File: src/rtl/fetch_stage.sv
// Instruction-fetch stage: owns the PC, drives the instruction-memory address and
// registers the returned word into IF/ID; halts with a sticky fault on a bad PC.
module fetch_stage #(
    parameter logic [31:0] RESET_PC  = 32'd0,
    parameter int          MEM_BYTES = 400
) (
    input  logic        CLK,
    input  logic        RST,
    input  logic        STALL,
    input  logic        FLUSH,
    input  logic        BRANCH_TAKEN,
    input  logic [31:0] BRANCH_TARGET,
    input  logic        JUMP,
    input  logic [31:0] JUMP_TARGET,
    input  logic [31:0] INSTRUCTION,
    output logic [31:0] READ_ADRESS,
    output logic [31:0] IF_ID_INSTR,
    output logic [31:0] IF_ID_PC4,
    output logic        IF_ID_VALID,
    output logic        FETCH_FAULT,
    output logic [31:0] FAULT_PC
);

    localparam logic [31:0] MAX_PC = 32'(MEM_BYTES - 4);

    typedef enum logic {
        S_RUN,
        S_FAULT
    } state_t;

    state_t      state_q, state_d;
    logic [31:0] pc_q, pc_d;
    logic [31:0] instr_q, instr_d;
    logic [31:0] pc4_q, pc4_d;
    logic        valid_q, valid_d;
    logic        fault_q, fault_d;
    logic [31:0] fault_pc_q, fault_pc_d;

    logic [31:0] pc_plus4;
    logic        bad_pc;
    logic        redirect;

    // One adder feeds both the sequential PC and the IF_ID_PC4 capture.
    assign pc_plus4 = pc_q + 32'd4;
    assign bad_pc   = (pc_q[1:0] != 2'b00) || (pc_q > MAX_PC);
    assign redirect = BRANCH_TAKEN || JUMP;

    always_comb begin
        // NOTE: every signal gets a hold default first so no path leaves one unassigned (no latches).
        state_d    = state_q;
        pc_d       = pc_q;
        instr_d    = instr_q;
        pc4_d      = pc4_q;
        valid_d    = valid_q;
        fault_d    = fault_q;
        fault_pc_d = fault_pc_q;

        case (state_q)
            S_RUN: begin
                if (bad_pc) begin
                    state_d    = S_FAULT;
                    fault_d    = 1'b1;
                    fault_pc_d = pc_q;
                end else if (BRANCH_TAKEN) begin
                    pc_d = BRANCH_TARGET;
                end else if (JUMP) begin
                    pc_d = JUMP_TARGET;
                end else if (!STALL) begin
                    pc_d = pc_plus4;
                end

                if (bad_pc || FLUSH || redirect) begin
                    instr_d = 32'h0;
                    pc4_d   = 32'h0;
                    valid_d = 1'b0;
                end else if (!STALL) begin
                    instr_d = INSTRUCTION;
                    pc4_d   = pc_plus4;
                    valid_d = 1'b1;
                end
            end

            S_FAULT: begin
                // Halted: only reset leaves this state, all controls ignored.
                instr_d = 32'h0;
                pc4_d   = 32'h0;
                valid_d = 1'b0;
            end

            default: state_d = S_FAULT;
        endcase
    end

    // NOTE: state registers use non-blocking assignments so every flop samples pre-edge values.
    always_ff @(posedge CLK or posedge RST) begin
        if (RST) begin
            state_q    <= S_RUN;
            pc_q       <= RESET_PC;
            instr_q    <= 32'h0;
            pc4_q      <= 32'h0;
            valid_q    <= 1'b0;
            fault_q    <= 1'b0;
            fault_pc_q <= 32'h0;
        end else begin
            state_q    <= state_d;
            pc_q       <= pc_d;
            instr_q    <= instr_d;
            pc4_q      <= pc4_d;
            valid_q    <= valid_d;
            fault_q    <= fault_d;
            fault_pc_q <= fault_pc_d;
        end
    end

    assign READ_ADRESS = pc_q;
    assign IF_ID_INSTR = instr_q;
    assign IF_ID_PC4   = pc4_q;
    assign IF_ID_VALID = valid_q;
    assign FETCH_FAULT = fault_q;
    assign FAULT_PC    = fault_pc_q;

endmodule

File: config.mk
export PLATFORM = sky130hd
export DESIGN_NAME = fetch_stage
export DESIGN_NICKNAME = d
export VERILOG_FILES = /design/src/rtl/fetch_stage.sv
export SDC_FILE = /design/constraint.sdc
export NUM_CORES = 1
export LEC_CHECK = 0
export CORE_ASPECT_RATIO = 1.1
export CORE_UTILIZATION = 30
export DETAILED_ROUTE_END_ITERATION = 8
export SLEW_MARGIN = 40
export SYNTH_ARGS = -nofsm -noshare
export SYNTH_HDL_FRONTEND = slang
export SYNTH_SLANG_ARGS = --single-unit
export TNS_END_PERCENT = 20
File: constraint.sdc
create_clock -name CLK -period 4.8 [get_ports CLK]
set_input_delay 0.48 -clock CLK [delete_from_list [all_inputs] [get_ports CLK]]
set_output_delay 0.48 -clock CLK [all_outputs]
set_load 0.02 [all_outputs]
Wires at chosen ports, followed through buffers:
Drawn at 3 px/um.
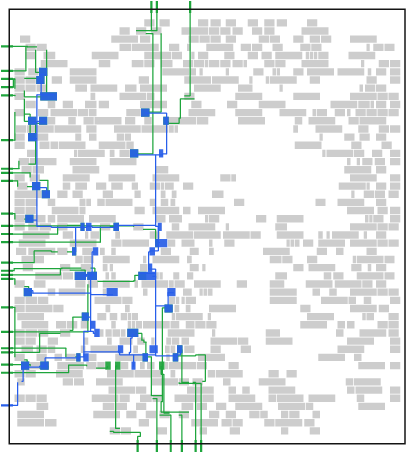
| color | port | bits | direction | edge | end cells | buffers | wire |
|---|---|---|---|---|---|---|---|
| blue | BRANCH_TAKEN | 1 | input | left | 46 | 1 | 406 um |
| green | BRANCH_TARGET | 32 | input | 23 left, 6 bottom, 3 top | 33 | 32 | 922 um |
Ports: 232
IO buf count: 231

==> job_summary.md <==
## Synthesis and layout report

| Metric | Value |
|---|---|
| Yosys chip area | approximately 5500 sq um |
| Post-synth EDFFs | 0 |
| Clk pwr share | between 40 and 50% |
| Basic Gates by Area | between 10% and 20% |
| Worst-Margin Slew | around 690 ps |
| Post-synth top area share | 59.3% |
| CP top delay family | simple AND/OR/NAND/NOR gates |
| Late-Pin Clk Latency | about 420 ps |
| Synth unique cells | about 46 |
| Buf/Inv on CP | 0 |
| Peak supply drop | around 240 uV |
| PwrDens | about 290 nW/um^2 |
| CP Capture Point | FAULT_PC[14] |
| Synthesized area per cell | 12.1 sq um |
| Area grow syn2layout | 54.4% |
| First-pass GRT wire length | ~26000 um |
| Detailed Place HPWL | around 12000 um |
| Share of layout cells above drive strength 1 | between 10 and 15% |
| FF-to-FF Start | READ_ADRESS[29] |
| Fin area | approximately 8500 sq um |
| Total power | approximately 2500 uW |
| Area fraction in mux cells | between 10% and 20% |
| # rows | approximately 51 |
| # Max-Cap Violations | 0 |
| Arr. time, crit path | roughly 2700 ps |
| Worst Setup SP | READ_ADRESS[29] |
| Clk pwr | ~1200 uW |
| Post-synth ARST share | 100% |
| Filler cells | 1633 |
| Antenna violations before repair | 0 |
| Startpoint types | flip-flop |
| Commonest flop | dfrtp_1 |
| Dominant comb cell | multiplexers |
| Worst Hold Launch | FETCH_FAULT |
| CP endpoint kind | flip-flop |
| Layout Utilization | around 48% |
| Max Fclk | approximately 0.42 GHz |
| Worst path max stage delay | 490 ps |
| Area leader, netlist | dfrtp_1 |
| # hold bufs at CTS | 0 |
| Comb group | between 150 and 200 uW |
| DP Worst Slack | between 1500 and 2000 ps |
| Final worst slack | 2410 ps |
| Max-slew headroom | between 50% and 60% |
| Most frequent cells in the layout | clkdlybuf4s50_1 (229), dfrtp_1 (131), nor2_1 (54) |
| Worst path required time | between 5000 and 6000 ps |
| Top cell excl fill/tap | clkdlybuf4s50_1 |
| Initial drt markers | approximately 150 |
| Hold path depth | 1 |
| Post-CTS sizing | 0 |
| Worst Hold End | FETCH_FAULT |
| Pint | between 1500 and 2000 uW |
| GRT overflow | 0 |
| Status | finished clean |
| Clock skew | around 9.9 ps |
| NetSw | about 540 uW |
| Final setup viols | 0 |
| CP cell instances | nor4_1 > nand4_1 > nor3_1 > or2_4 > mux2_2 |
Routing congestion:
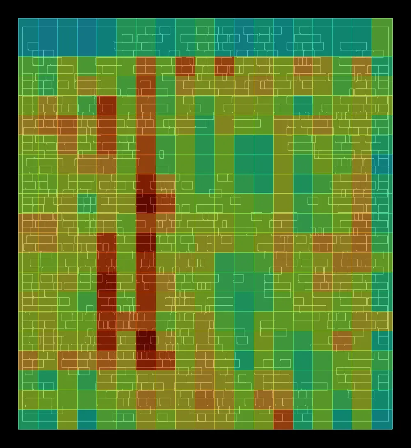
met3 usage: 7.43%
GRT Total Usage: 18.3%
GRT met1 Usage: 22.0%
global route hottest layer: met2
Routed WL per cell: 17.9 um

## cell type report
| type | instances | area, sq um | area share, % |
|---|---|---|---|
| multi-input combinational | 289 | 2060 | 24.1 |
| sequential | 131 | 3280 | 38.4 |
| inverter | 7 | 33.8 | 0.396 |
| timing repair buffer | 236 | 2350 | 27.5 |
| clock inverter | 5 | 27.5 | 0.322 |
| tap | 238 | 298 | 3.49 |
| clock buffer | 25 | 495 | 5.80 |
## metal layers
| layer | part of all wire [%] | GRT usage [%] |
|---|---|---|
| met5 | 0 | 0 |
| met3 | 9.1 | 7.43 |
| met4 | 1.2 | 6.73 |
| met1 | 43 | 22.0 |
| met2 | 47 | 29.5 |
Power and IR drop assume default switching activity.
